[src/rtl/fifo_arb_pkg.sv]
// Shared types and widths for the FIFO write arbiter.
// Optional statistics are built when FIFO_ARB_STATS_EN is defined.
package fifo_arb_pkg;

    typedef enum logic [1:0] {
        ST_IDLE  = 2'd0,
        ST_BURST = 2'd1,
        ST_STALL = 2'd2
    } arb_state_t;

    // Beat counter width within one grant tenure
    localparam int BEAT_W  = 4;
    // Per-requester granted-beat statistics counter width
    localparam int STATS_W = 16;
    // Width of owner / round-robin pointer (up to 8 requesters)
    localparam int OWNER_W = 3;

endpackage

[src/rtl/fifo_wr_arbiter_rr_pick.sv]
// Round-robin winner search: first requester at or after ptr, wrapping
// from NUM_REQ-1 back to 0.
module rr_pick
    import fifo_arb_pkg::*;
#(
    parameter int NUM_REQ = 4
) (
    input  logic [NUM_REQ-1:0] req,
    input  logic [OWNER_W-1:0] ptr,
    output logic               vld,
    output logic [OWNER_W-1:0] idx
);

    logic [NUM_REQ-1:0] rot;

    // ptr + off folded back into 0..NUM_REQ-1
    function automatic logic [OWNER_W-1:0] wrap_add(input logic [OWNER_W-1:0] p, input int off);
        int s;
        s = int'(p) + off;
        if (s >= NUM_REQ) s = s - NUM_REQ;
        return OWNER_W'(s);
    endfunction

    // Rotate requests so bit 0 is the pointer position, then take the lowest set bit
    always_comb begin
        rot = NUM_REQ'({req, req} >> ptr);
        vld = 1'b0;
        idx = '0;
        for (int i = NUM_REQ - 1; i >= 0; i--) begin
            if (rot[i]) begin
                vld = 1'b1;
                idx = wrap_add(ptr, i);
            end
        end
    end

endmodule

[src/rtl/fifo_wr_arbiter.sv]
// Multi-requester FIFO write arbiter with round-robin tenures of up to
// BURST_MAX beats, stalling on FIFO full and ending early on almost-full.
// Define FIFO_ARB_STATS_EN to add per-requester saturating beat counters.
module fifo_wr_arbiter
    import fifo_arb_pkg::*;
#(
    parameter int NUM_REQ    = 4,
    parameter int DATA_WIDTH = 128,
    parameter int BURST_MAX  = 4
) (
    input  logic                          clk,
    input  logic                          rstn,
    input  logic [NUM_REQ-1:0]            i_req,
    input  logic [NUM_REQ*DATA_WIDTH-1:0] i_wrdata,
    output logic [NUM_REQ-1:0]            o_gnt,
    input  logic                          i_fifo_full,
    input  logic                          i_fifo_alm_full,
    output logic                          o_fifo_wren,
    output logic [DATA_WIDTH-1:0]         o_fifo_wrdata,
    output logic [OWNER_W-1:0]            o_owner,
`ifdef FIFO_ARB_STATS_EN
    output logic [NUM_REQ*STATS_W-1:0]    o_gnt_cnt,
`endif
    output logic                          o_busy
);

    localparam logic [BEAT_W-1:0] BURST_LAST = BEAT_W'(BURST_MAX);

    arb_state_t          state, state_nxt;
    logic [OWNER_W-1:0]  owner, owner_nxt;
    logic [OWNER_W-1:0]  rr_ptr, rr_ptr_nxt;
    logic [BEAT_W-1:0]   beat_cnt, beat_cnt_nxt;
    logic [OWNER_W-1:0]  owner_inc;
    logic                owner_req;
    logic [DATA_WIDTH-1:0] owner_data;
    logic                grant_ok;
    logic                end_tenure;
    logic                pick_vld;
    logic [OWNER_W-1:0]  pick_idx;

    rr_pick #(
        .NUM_REQ (NUM_REQ)
    ) u_pick (
        .req (i_req),
        .ptr (rr_ptr),
        .vld (pick_vld),
        .idx (pick_idx)
    );

    assign owner_inc = (int'(owner) == NUM_REQ - 1) ? '0 : owner + 3'd1;

    // Select the current owner's request bit and data slice
    always_comb begin
        owner_req  = 1'b0;
        owner_data = '0;
        for (int k = 0; k < NUM_REQ; k++) begin
            if (int'(owner) == k) begin
                owner_req  = i_req[k];
                owner_data = i_wrdata[k*DATA_WIDTH +: DATA_WIDTH];
            end
        end
    end

    // Combinational grant and FIFO write outputs; everything forced low during reset
    always_comb begin
        grant_ok = (state == ST_BURST) && owner_req && !i_fifo_full && !rstn;
        o_gnt    = '0;
        for (int k = 0; k < NUM_REQ; k++) begin
            if (int'(owner) == k) o_gnt[k] = grant_ok;
        end
        o_fifo_wren   = grant_ok;
        o_fifo_wrdata = grant_ok ? owner_data : '0;
        o_owner       = rstn ? '0 : owner;
        o_busy        = !rstn && (state != ST_IDLE);
    end

    // Next-state logic: selection, beat counting, stall and tenure end
    always_comb begin
        state_nxt    = state;
        owner_nxt    = owner;
        rr_ptr_nxt   = rr_ptr;
        beat_cnt_nxt = beat_cnt;
        end_tenure   = 1'b0;
        case (state)
            ST_IDLE: begin
                if (pick_vld && !i_fifo_full) begin
                    owner_nxt    = pick_idx;
                    beat_cnt_nxt = '0;
                    state_nxt    = ST_BURST;
                end
            end
            ST_BURST: begin
                if (!owner_req) begin
                    end_tenure = 1'b1;
                end else if (i_fifo_full) begin
                    state_nxt = ST_STALL;
                end else begin
                    beat_cnt_nxt = beat_cnt + 4'd1;
                    if (beat_cnt_nxt == BURST_LAST || i_fifo_alm_full) end_tenure = 1'b1;
                end
            end
            ST_STALL: begin
                if (!owner_req) begin
                    end_tenure = 1'b1;
                end else if (!i_fifo_full) begin
                    state_nxt = ST_BURST;
                end
            end
            default: state_nxt = ST_IDLE;
        endcase
        // A finished tenure hands priority to the next requester in line
        if (end_tenure) begin
            state_nxt    = ST_IDLE;
            rr_ptr_nxt   = owner_inc;
            beat_cnt_nxt = '0;
        end
    end

    // State, owner, round-robin pointer and beat counter registers
    always_ff @(posedge clk) begin
        if (rstn) begin
            state    <= ST_IDLE;
            owner    <= '0;
            rr_ptr   <= '0;
            beat_cnt <= '0;
        end else begin
            state    <= state_nxt;
            owner    <= owner_nxt;
            rr_ptr   <= rr_ptr_nxt;
            beat_cnt <= beat_cnt_nxt;
        end
    end

`ifdef FIFO_ARB_STATS_EN
    function automatic logic [STATS_W-1:0] sat_inc(input logic [STATS_W-1:0] v);
        return (&v) ? v : v + STATS_W'(1);
    endfunction

    for (genvar g = 0; g < NUM_REQ; g++) begin : g_stats
        logic [STATS_W-1:0] cnt;
        // Saturating count of beats granted to requester g
        always_ff @(posedge clk) begin
            if (rstn)          cnt <= '0;
            else if (o_gnt[g]) cnt <= sat_inc(cnt);
        end
        assign o_gnt_cnt[g*STATS_W +: STATS_W] = cnt;
    end
`else
    // Statistics counters are not built in this configuration.
`endif

endmodule

[config.mk]
export PLATFORM = sky130hd
export DESIGN_NAME = fifo_wr_arbiter
export DESIGN_NICKNAME = d
export VERILOG_FILES = /design/src/rtl/fifo_arb_pkg.sv /design/src/rtl/fifo_wr_arbiter_rr_pick.sv /design/src/rtl/fifo_wr_arbiter.sv
export SDC_FILE = /design/constraint.sdc
export NUM_CORES = 1
export LEC_CHECK = 0
export CORE_AREA = 3 3 252 254
export CTS_CLUSTER_DIAMETER = 100
export DETAILED_ROUTE_END_ITERATION = 8
export DIE_AREA = 0 0 255 257
export MAX_ROUTING_LAYER = met4
export PLACE_DENSITY = 0.35
export SETUP_SLACK_MARGIN = 0.3
export SYNTH_ARGS = -nofsm -noshare
export SYNTH_HDL_FRONTEND = slang
export SYNTH_SLANG_ARGS = --single-unit
[constraint.sdc]
create_clock -name clk -period 4.7 [get_ports clk]
set_input_delay 0.94 -clock clk [delete_from_list [all_inputs] [get_ports clk]]
set_output_delay 0.94 -clock clk [all_outputs]
set_load 0.02 [all_outputs]
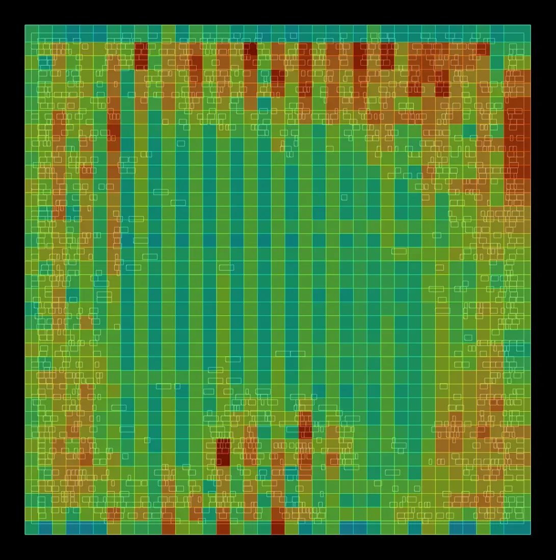
(run_1/congestion_map.png)
met3 Use GR: 2.98%
Total GRT Usage: 14.5%
wire per inst: 21.9 µm

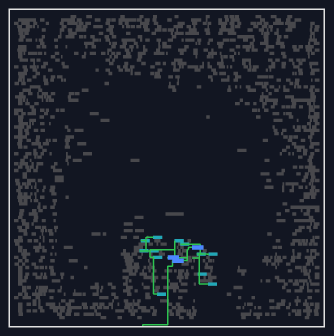
(run_1/clock_wires.png)
legend:
  green:
    item: clock wires
    length: 292 µm
  cyan:
    item: flip-flops
    count: 12
  blue:
    item: clock-net drivers
    count: 3
flops lie: south

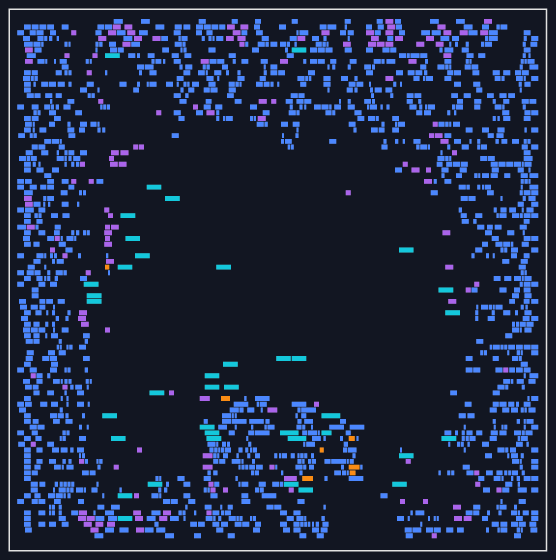
(run_1/sizing.png)
legend:
  cyan:
    size: x6 and larger
    cells: 39
    share: 2.6%
  orange:
    size: x2
    cells: 7
    share: 0.47%
  blue:
    size: x1 and smaller
    cells: 1313
    share: 88%
  purple:
    size: x3 and x4
    cells: 139
    share: 9.3%
synthesis-to-layout area growth: 144%
fin area: 13600 µm²
final worst slack: 0.387 ns
Buffers, non-clock: 713

==> ci_impl_report.md, run 1 <==
### Yosys + OpenROAD results

| Metric | Value |
|---|---|
| Reg-to-Reg Start | `owner[1]` |
| Final instance count without filler cells | `~2300` |
| Highest-count logic cell in the final layout | `clkdlybuf4s50_1` |
| Synth Seq Share | `4.30%` |
| Worst Hold End | `beat_cnt[3]` |
| Delay-heaviest family, CP | `buffers and inverters` |
| Buffers & Inverters on Critical Path | `5` |
| TritonCTS clock tree | `done` |
| DRC Markers | `0` |
| Global-route wire length before repair | `68300 µm` |
| Hold Buf Count CTS | `0` |
| Outcome | `finished, final reports clean` |
| Top cell area share | `20.2%` |
| Worst slew margin relative to its limit | `53.9%` |
| Biggest registers after layout | `beat_cnt: 4 flops, owner: 3 flops, rr_ptr: 3 flops` |
| GPL Wtd Cong | `0.809` |
| Worst reg2reg path depth | `8` |
| CP max-delay cell | `clkdlybuf4s50_1` |
| Hold Violations, Final | `0` |
| Drt via density | `4.03` |
| Final Routed Wirelength | `50400 µm` |
| Met2 wire len | `25800 µm` |
| Most Used Layer, Global Route | `met2` |
| Worst path cell trace | `clkdlybuf4s50_1, a21oi_1, a221o_1, a211o_4, buf_12, buf_12, inv_1, clkdlybuf4s50_1` |
| Flops out of synthesis | `12` |
| Largest Register | `beat_cnt` |
| Clock power share | `5.1%` |
| Hold wc startpoint | `beat_cnt[3]` |
| Mapped Cells | `886` |
| Root buf cell | `clkbuf_16` |
| Dominant class by area | `non-clock buffers` |
| Drt first pass iters | `7` |
| 1st-iter DRT viols | `slightly below 400` |
| Highest-power group | `combinational logic` |
| Setup TNS Final | `0 ns` |
| Max FFs per register | `4` |
| Dominant cell type by area after synthesis | `a221oi_1` |
| CP startpoint kind | `primary input` |
| Antenna Nets Post-Route | `0` |
| Die footprint | `65500 µm²` |
| CP Max Fanout | `21` |
| PostCTS Resize Cnt | `19` |
| Worst Clk Skew | `0.00705 ns` |
| Max layer used | `met4` |
| Log Warnings | `33` |
| Final setup fails | `0` |
| Synth Net Count | `approximately 1400` |
| VDD IR max | `about 160 µV` |
| P_comb | `3.21 mW` |
| Sw Ratio | `55.0%` |
| Cells in synth_stat.txt | `a little under 900` |
| Worst Setup SP | `i_req[1]` |
| Tapcell Cnt | `790` |
| Flops | `12` |
| Inserted Diodes | `11` |
| Row count | `91` |
| Combinational share of cell area | `35.2%` |
| XOR Share, Synth | `0%` |
| ClkCell Share | `less than 1%` |
| Final hold slack | `roughly 0.52 ns` |
| Layout Nets | `about 2000` |
| Setup crit end kind | `primary output` |
| Hold Crit Class | `flop to flop` |
| Core area | `61500 µm²` |
| Int Power | `1.59 mW` |
| Largest net degree at the start of global routing | `91` |
| HPWL after DPL | `42400 µm` |
| Post-synth top cells | `nor2_1 (194), a21oi_1 (141), nor3_1 (132), a221oi_1 (129), clkbuf_1 (86)` |
| TritonCTS buffer count | `3` |
| Commonest flop | `dfxtp_1` |
| Share of post-route cells with drive strength above 1 | `12.3%` |
| Number of global-route vias before repair | `9665` |
| Post-CTS setup buffers | `2` |
| Die W | `255 µm` |
| Critical Path AT | `3.37 ns` |
| Yosys stat area | `5590 µm²` |
| Post-synth EDFFs | `0` |
| Fraction of registers with async set/reset | `0%` |
| Met1 usage | `between 10% and 20%` |
| Logic family by area | `simple AND/OR/NAND/NOR gates` |
| Final Max Slew Viols | `0` |
| RSZ-0062 raised after global routing | `false` |
| Crit path time final | `4.31 ns` |
| Syn Area/Cell | `6.31 µm²` |
| Adder Share, Synth | `about 2.2%` |
| Total stage count of the critical path | `8` |
| Pleak | `5.54 nW` |
| Worst EP required | `3.76 ns` |
| Clk pin slew, worst setup/hold paths | `0.04 ns` |
| Top Layout Cells | `clkdlybuf4s50_1 (555), nor2_1 (193), a21oi_1 (141), nor3_1 (132), a221oi_1 (129)` |
| Filler Cell Count | `just under 7000` |
| Seq pwr share | `3.8%` |
| Hold path cells | `1` |
| Routed length on met3 | `3800 µm` |
| IO Pins | `between 600 and 700` |
| Port buffer count | `656` |
| Seq. pwr | `0.134 mW` |
| R2R setup slack | `2.16 ns` |
| Initial Util | `9.09%` |
## Run 2: what changed since run 1
--- a/config.mk
+++ b/config.mk
@@ -12,6 +12,7 @@
 export MAX_ROUTING_LAYER = met4
 export PLACE_DENSITY = 0.35
 export SETUP_SLACK_MARGIN = 0.3
+export SLEW_MARGIN = 20
 export SYNTH_ARGS = -nofsm -noshare
 export SYNTH_HDL_FRONTEND = slang
 export SYNTH_SLANG_ARGS = --single-unit
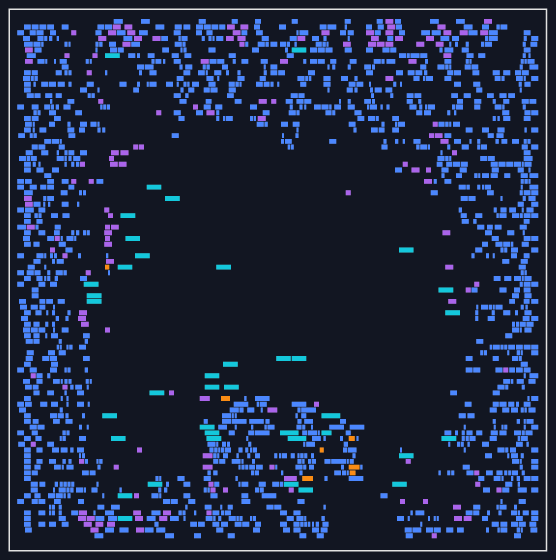
(run_2/sizing.png)
legend:
  cyan:
    size: x6 and larger
    cells: 39
    share: 2.6%
  orange:
    size: x2
    cells: 7
    share: 0.47%
  blue:
    size: x1 and smaller
    cells: 1313
    share: 88%
  purple:
    size: x3 and x4
    cells: 139
    share: 9.3%

==> ci_impl_report.md, run 2 <==
### Yosys + OpenROAD results

| Metric | Value |
|---|---|
| TritonCTS buffer count | `3 (unchanged)` |
| TritonCTS clock tree | `done (unchanged)` |
| Met2 wire len | `25800 µm (unchanged)` |
| Clk pin slew, worst setup/hold paths | `0.04 ns (about the same)` |
| Number of global-route vias before repair | `9665 (unchanged)` |
| Setup crit end kind | `primary output (unchanged)` |
| Top Layout Cells | `clkdlybuf4s50_1 (555), nor2_1 (193), a21oi_1 (141), nor3_1 (132), a221oi_1 (129) (unchanged)` |
| R2R setup slack | `2.16 ns (about the same)` |
| Root buf cell | `clkbuf_16 (unchanged)` |
| Drt via density | `4.03 (unchanged)` |
| Worst Clk Skew | `0.00705 ns (unchanged)` |
| Share of post-route cells with drive strength above 1 | `12.3% (unchanged)` |
| Post-CTS setup buffers | `2 (unchanged)` |
| Final instance count without filler cells | `2299 (unchanged)` |
| Post-synth top cells | `nor2_1 (194), a21oi_1 (141), nor3_1 (132), a221oi_1 (129), clkbuf_1 (86) (unchanged)` |
| CP max-delay cell | `clkdlybuf4s50_1 (unchanged)` |
| ClkCell Share | `0.652% (unchanged)` |
| Biggest registers after layout | `beat_cnt: 4 flops, owner: 3 flops, rr_ptr: 3 flops (unchanged)` |
| Worst EP required | `3.76 ns (about the same)` |
| Tapcell Cnt | `790 (unchanged)` |
| Top cell area share | `20.2% (unchanged)` |
| VDD IR max | `159 µV (unchanged)` |
| Flops | `12 (unchanged)` |
| Reg-to-Reg Start | `owner[1] (unchanged)` |
| Number of vias in the routed layout | `9275 (unchanged)` |
| Pleak | `5.54 nW (unchanged)` |
| Largest Register | `beat_cnt (unchanged)` |
| Hold path cells | `1 (unchanged)` |
| IO Pins | `657 (unchanged)` |
| Cells in synth_stat.txt | `886 (unchanged)` |
| GPL Wtd Cong | `0.809 (unchanged)` |
| Largest net degree at the start of global routing | `91 (unchanged)` |
| Adder Share, Synth | `2.24% (unchanged)` |
| Worst path cell trace | `clkdlybuf4s50_1, a21oi_1, a221o_1, a211o_4, buf_12, buf_12, inv_1, clkdlybuf4s50_1 (unchanged)` |
| Layout Nets | `2029 (unchanged)` |
| Highest-count logic cell in the final layout | `clkdlybuf4s50_1 (unchanged)` |
| Inserted Diodes | `11 (unchanged)` |
| Global-route wire length before repair | `68300 µm (unchanged)` |
| Post-synth EDFFs | `0 (unchanged)` |
| Worst slew margin relative to its limit | `53.9% (unchanged)` |
| Dominant class by area | `non-clock buffers (unchanged)` |
| Max layer used | `met4 (unchanged)` |
| Initial Util | `9.09% (unchanged)` |
| Drt first pass iters | `7 (unchanged)` |
| CP startpoint kind | `primary input (unchanged)` |
| Flops out of synthesis | `12 (unchanged)` |
| PostCTS Resize Cnt | `19 (unchanged)` |
| Final Routed Wirelength | `50400 µm (unchanged)` |
| Sw Ratio | `55.0% (unchanged)` |
| Hold Buf Count CTS | `0 (unchanged)` |
| Dominant cell type by area after synthesis | `a221oi_1 (unchanged)` |
| Max FFs per register | `4 (unchanged)` |
| Row count | `91 (unchanged)` |
| P_comb | `3.21 mW (about the same)` |
| Core area | `61500 µm² (unchanged)` |
| Syn Area/Cell | `6.31 µm² (unchanged)` |
| Commonest flop | `dfxtp_1 (unchanged)` |
| Log Warnings | `33 (unchanged)` |
| Wire per inst | `21.9 µm (unchanged)` |
| Synth Net Count | `1416 (unchanged)` |
| Crit path time final | `4.31 ns (unchanged)` |
| RSZ-0062 raised after global routing | `false (unchanged)` |
| Critical Path AT | `3.37 ns (about the same)` |
| Hold wc startpoint | `beat_cnt[3] (unchanged)` |
| Yosys stat area | `5590 µm² (unchanged)` |
| Int Power | `1.59 mW (unchanged)` |
| Outcome | `finished, final reports clean (unchanged)` |
| Final setup fails | `0 (unchanged)` |
| DRC Markers | `0 (unchanged)` |
| Worst reg2reg path depth | `8 (unchanged)` |
| Buffers & Inverters on Critical Path | `5 (unchanged)` |
| Final worst slack | `0.387 ns (unchanged)` |
| Highest-power group | `combinational logic (unchanged)` |
| Filler Cell Count | `6948 (unchanged)` |
| 1st-iter DRT viols | `389 (unchanged)` |
| Die W | `255 µm (unchanged)` |
| Worst Hold End | `beat_cnt[3] (unchanged)` |
| Hold Violations, Final | `0 (unchanged)` |
| Final Max Slew Viols | `0 (unchanged)` |
| Final hold slack | `0.515 ns (unchanged)` |
| Logic family by area | `simple AND/OR/NAND/NOR gates (unchanged)` |
| Port buffer count | `656 (unchanged)` |
| Routed length on met3 | `3800 µm (unchanged)` |
| Worst Setup SP | `i_req[1] (unchanged)` |
| Mapped Cells | `886 (unchanged)` |
| Fin area | `13600 µm² (unchanged)` |
| XOR Share, Synth | `0% (unchanged)` |
| Die footprint | `65500 µm² (unchanged)` |
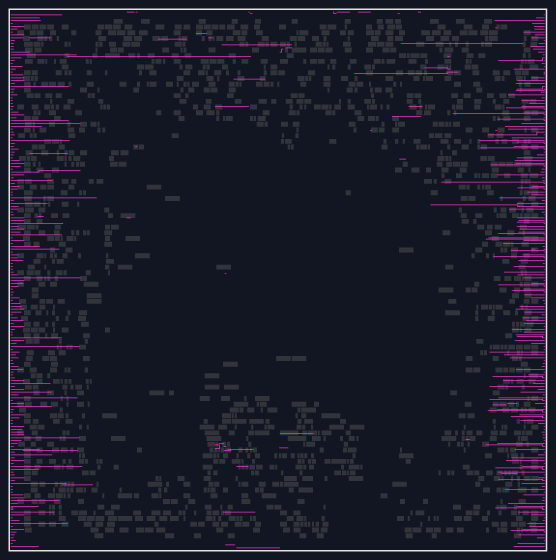
(run_2/m3.png)
Cells faint in the background.
longest straight run: 87.2 µm
share of all routed wire: 7.6%
main direction: horizontal
nets with wire on the layer: 410
wire length on this layer: 3800 µm

==> run_2/gates.png <==
Bar = 100 µm.
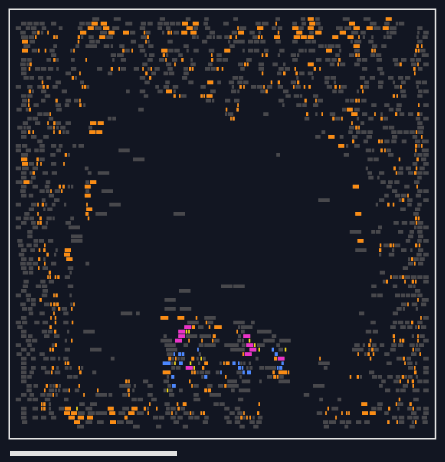

## Run 3: what changed since run 2
==> constraint.sdc (replaced) <==
create_clock -name clk -period 4.7 [get_ports clk]
set_input_delay 0.47 -clock clk [delete_from_list [all_inputs] [get_ports clk]]
set_output_delay 0.47 -clock clk [all_outputs]
set_load 0.02 [all_outputs]
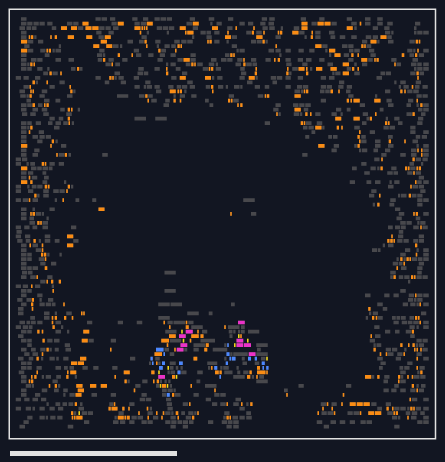
(run_3/gates.png)
Bar = 100 µm.
legend:
  magenta:
    family: fa/ha/maj cells
    cells: 10
    where: south
  blue:
    family: nand cells
    cells: 21
    where: south
  orange:
    family: nor cells
    cells: 422
    where: spread over the die
  yellow:
    family: inv cells
    cells: 12
    where: south
final instance count without filler cells: 2275
highest-count logic cell in the final layout: clkdlybuf4s50_1
combinational share of cell area: 36.5%

==> ci_impl_report.md, run 3 <==
### Yosys + OpenROAD results

| Metric | Value |
|---|---|
| Pleak | `4.29 nW (was 5.54 nW)` |
| Buffers & Inverters on Critical Path | `3 (was 5)` |
| Ao+oa area frac | `36.5% (unchanged)` |
| Hold Violations, Final | `0 (unchanged)` |
| Reg-to-Reg Start | `owner[0] (was owner[1])` |
| Setup TNS Final | `0 ns (unchanged)` |
| CP startpoint kind | `primary input (unchanged)` |
| Outcome | `finished, final reports clean (unchanged)` |
| Antenna Nets Post-Route | `0 (unchanged)` |
| R2R setup slack | `2.33 ns (was 2.16 ns)` |
| Achievable Freq | `250 MHz (was 232 MHz)` |
| Seq pwr share | `3.9% (was 3.8%)` |
| ClkCell Share | `0.572% (was 0.652%)` |
| Synthesis-to-layout area growth | `135% (was 144%)` |
| Buffer share of cell area | `53.1% (was 54.6%)` |
| GPL Wtd Cong | `0.843 (was 0.809)` |
| CP Max Fanout | `25 (was 21)` |
| Int Power | `1.52 mW (was 1.59 mW)` |
| Max FFs per register | `4 (unchanged)` |
| Root buf cell | `clkbuf_16 (unchanged)` |
| Buffers, non-clock | `693 (was 713)` |
| Worst slew margin relative to its limit | `51.5% (was 53.9%)` |
| Cycle use final | `85.0% (was 91.8%)` |
| Setup crit end kind | `primary output (unchanged)` |
| Most Used Layer, Global Route | `met2 (unchanged)` |
| Die W | `255 µm (unchanged)` |
| Biggest registers after layout | `beat_cnt: 4 flops, owner: 3 flops, rr_ptr: 3 flops (unchanged)` |
| Crit path time final | `3.99 ns (was 4.31 ns)` |
| Worst EP required | `4.23 ns (was 3.76 ns)` |
| Synth Net Count | `1416 (unchanged)` |
| Max layer used | `met4 (unchanged)` |
| Seq. pwr | `0.134 mW (about the same)` |
| Worst path cell trace | `clkdlybuf4s50_1, a21oi_1, a221o_1, a211o_4, buf_4, nor2_1, clkdlybuf4s50_1 (was clkdlybuf4s50_1, a21oi_1, a221o_1, a211o_4, buf_12, buf_12, inv_1, clkdlybuf4s50_1)` |
| Final Max Slew Viols | `0 (unchanged)` |
| Final hold slack | `0.520 ns (was 0.515 ns)` |
| Slowest stage delay, CP | `0.63 ns (was 0.60 ns)` |
| Cells in synth_stat.txt | `886 (unchanged)` |
| Syn Area/Cell | `6.31 µm² (unchanged)` |
| H-tree depth | `1 (unchanged)` |
| Routed length on met3 | `3550 µm (was 3800 µm)` |
| Met1 usage | `16.1% (was 16.2%)` |
| Delay-heaviest family, CP | `buffers and inverters (unchanged)` |
| Die footprint | `65500 µm² (unchanged)` |
| XOR Share, Synth | `0% (unchanged)` |
| Layout Nets | `2009 (was 2029)` |
| Worst Setup SP | `i_req[1] (unchanged)` |
| Port buffer count | `656 (unchanged)` |
| TritonCTS buffer count | `3 (unchanged)` |
| Fraction of registers with async set/reset | `0% (unchanged)` |
| Logic family by area | `simple AND/OR/NAND/NOR gates (unchanged)` |
| Hold path cells | `2 (was 1)` |
| Post-synth EDFFs | `0 (unchanged)` |
| Filler Cell Count | `7013 (was 6948)` |
| Mapped Cells | `886 (unchanged)` |
| Inserted Diodes | `8 (was 11)` |
| RSZ-0062 raised after global routing | `false (unchanged)` |
| Clock group power | `0.154 mW (was 0.178 mW)` |
| Critical Path AT | `3.52 ns (was 3.37 ns)` |
| Drt first pass iters | `5 (was 7)` |
| Number of global-route vias before repair | `9451 (was 9665)` |
| Top Layout Cells | `clkdlybuf4s50_1 (655), nor2_1 (194), a21oi_1 (141), nor3_1 (132), a221oi_1 (129) (was clkdlybuf4s50_1 (555), nor2_1 (193), a21oi_1 (141), nor3_1 (132), a221oi_1 (129))` |
| DRC Markers | `0 (unchanged)` |
| Synth Seq Share | `4.30% (unchanged)` |
| Hold wc startpoint | `state[1] (was beat_cnt[3])` |
| Dominant class by area | `non-clock buffers (unchanged)` |
| Log Warnings | `35 (was 33)` |
| Global-route wire length before repair | `67500 µm (was 68300 µm)` |
| Top cell area share | `20.2% (unchanged)` |
| Core area | `61500 µm² (unchanged)` |
| IO Pins | `657 (unchanged)` |
| Invs w/o clock | `12 (unchanged)` |
| Dominant cell type by area after synthesis | `a221oi_1 (unchanged)` |
| Synth cell types | `46 (unchanged)` |
| Share of post-route cells with drive strength above 1 | `8.87% (was 12.3%)` |
| Highest-power group | `combinational logic (unchanged)` |
| Post-CTS setup buffers | `0 (was 2)` |
| P_comb | `3.18 mW (was 3.21 mW)` |
| Flops out of synthesis | `12 (unchanged)` |
| Sw Ratio | `56.2% (was 55.0%)` |
| CP dominant cell by count | `clkdlybuf4s50_1` |
| CP max-delay cell | `clkdlybuf4s50_1 (unchanged)` |
| VDD IR max | `192 µV (was 159 µV)` |
| Worst Hold End | `state[1] (was beat_cnt[3])` |
| Worst reg2reg path depth | `6 (was 8)` |
| 1st-iter DRT viols | `572 (was 389)` |
| Hold Buf Count CTS | `0 (unchanged)` |
| Clock Sink Count | `12 (unchanged)` |
| Clock power share | `4.5% (was 5.1%)` |
| Largest Register | `beat_cnt (unchanged)` |
| PostCTS Resize Cnt | `0 (was 19)` |
| Commonest flop | `dfxtp_1 (unchanged)` |
| Wire per inst | `21.7 µm (was 21.9 µm)` |
| Yosys stat area | `5590 µm² (unchanged)` |
| Total GRT Usage | `14.3% (was 14.5%)` |
| Final setup fails | `0 (unchanged)` |
| Met2 wire len | `25700 µm (was 25800 µm)` |
| Final worst slack | `0.705 ns (was 0.387 ns)` |
| Drt via density | `4.06 (was 4.03)` |
| Worst Clk Skew | `0.00114 ns (was 0.00705 ns)` |
| Die Y | `257 µm (unchanged)` |
| Top-count cell post-synth | `nor2_1 (unchanged)` |
| HPWL after DPL | `41500 µm (was 42400 µm)` |
| Fin area | `13100 µm² (was 13600 µm²)` |
| Largest net degree at the start of global routing | `116 (was 91)` |
| Clk pin slew, worst setup/hold paths | `0.04 ns (about the same)` |
| Simple-Gate Area Share | `45.7% (unchanged)` |
| Initial Util | `9.09% (unchanged)` |
| Hold Crit Class | `flop to flop (unchanged)` |
| Row count | `91 (unchanged)` |
| Pre-CTS setup slack | `0.711 ns (was 0.282 ns)` |
| Total stage count of the critical path | `7 (was 8)` |
| Seq area share | `1.83% (was 1.76%)` |
| Adder Share, Synth | `2.24% (unchanged)` |
| Post-synth top cells | `nor2_1 (194), a21oi_1 (141), nor3_1 (132), a221oi_1 (129), clkbuf_1 (86) (unchanged)` |
| TritonCTS clock tree | `done (unchanged)` |
| Flops | `12 (unchanged)` |
| Number of max-cap violations | `0 (unchanged)` |
| Tapcell Cnt | `790 (unchanged)` |
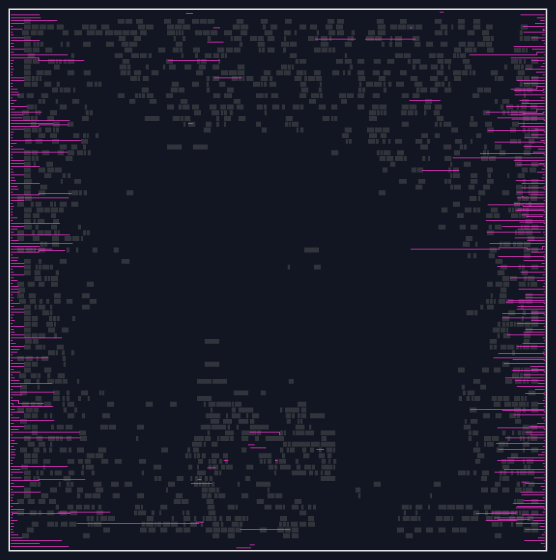
(run_3/m3.png)
Cells faint in the background.
number of vias in the routed layout: 9235
met3 Use GR: 2.52%
Final Routed Wirelength: 49500 µm

No activity file was given, so power comes from the tool's default toggle rates.
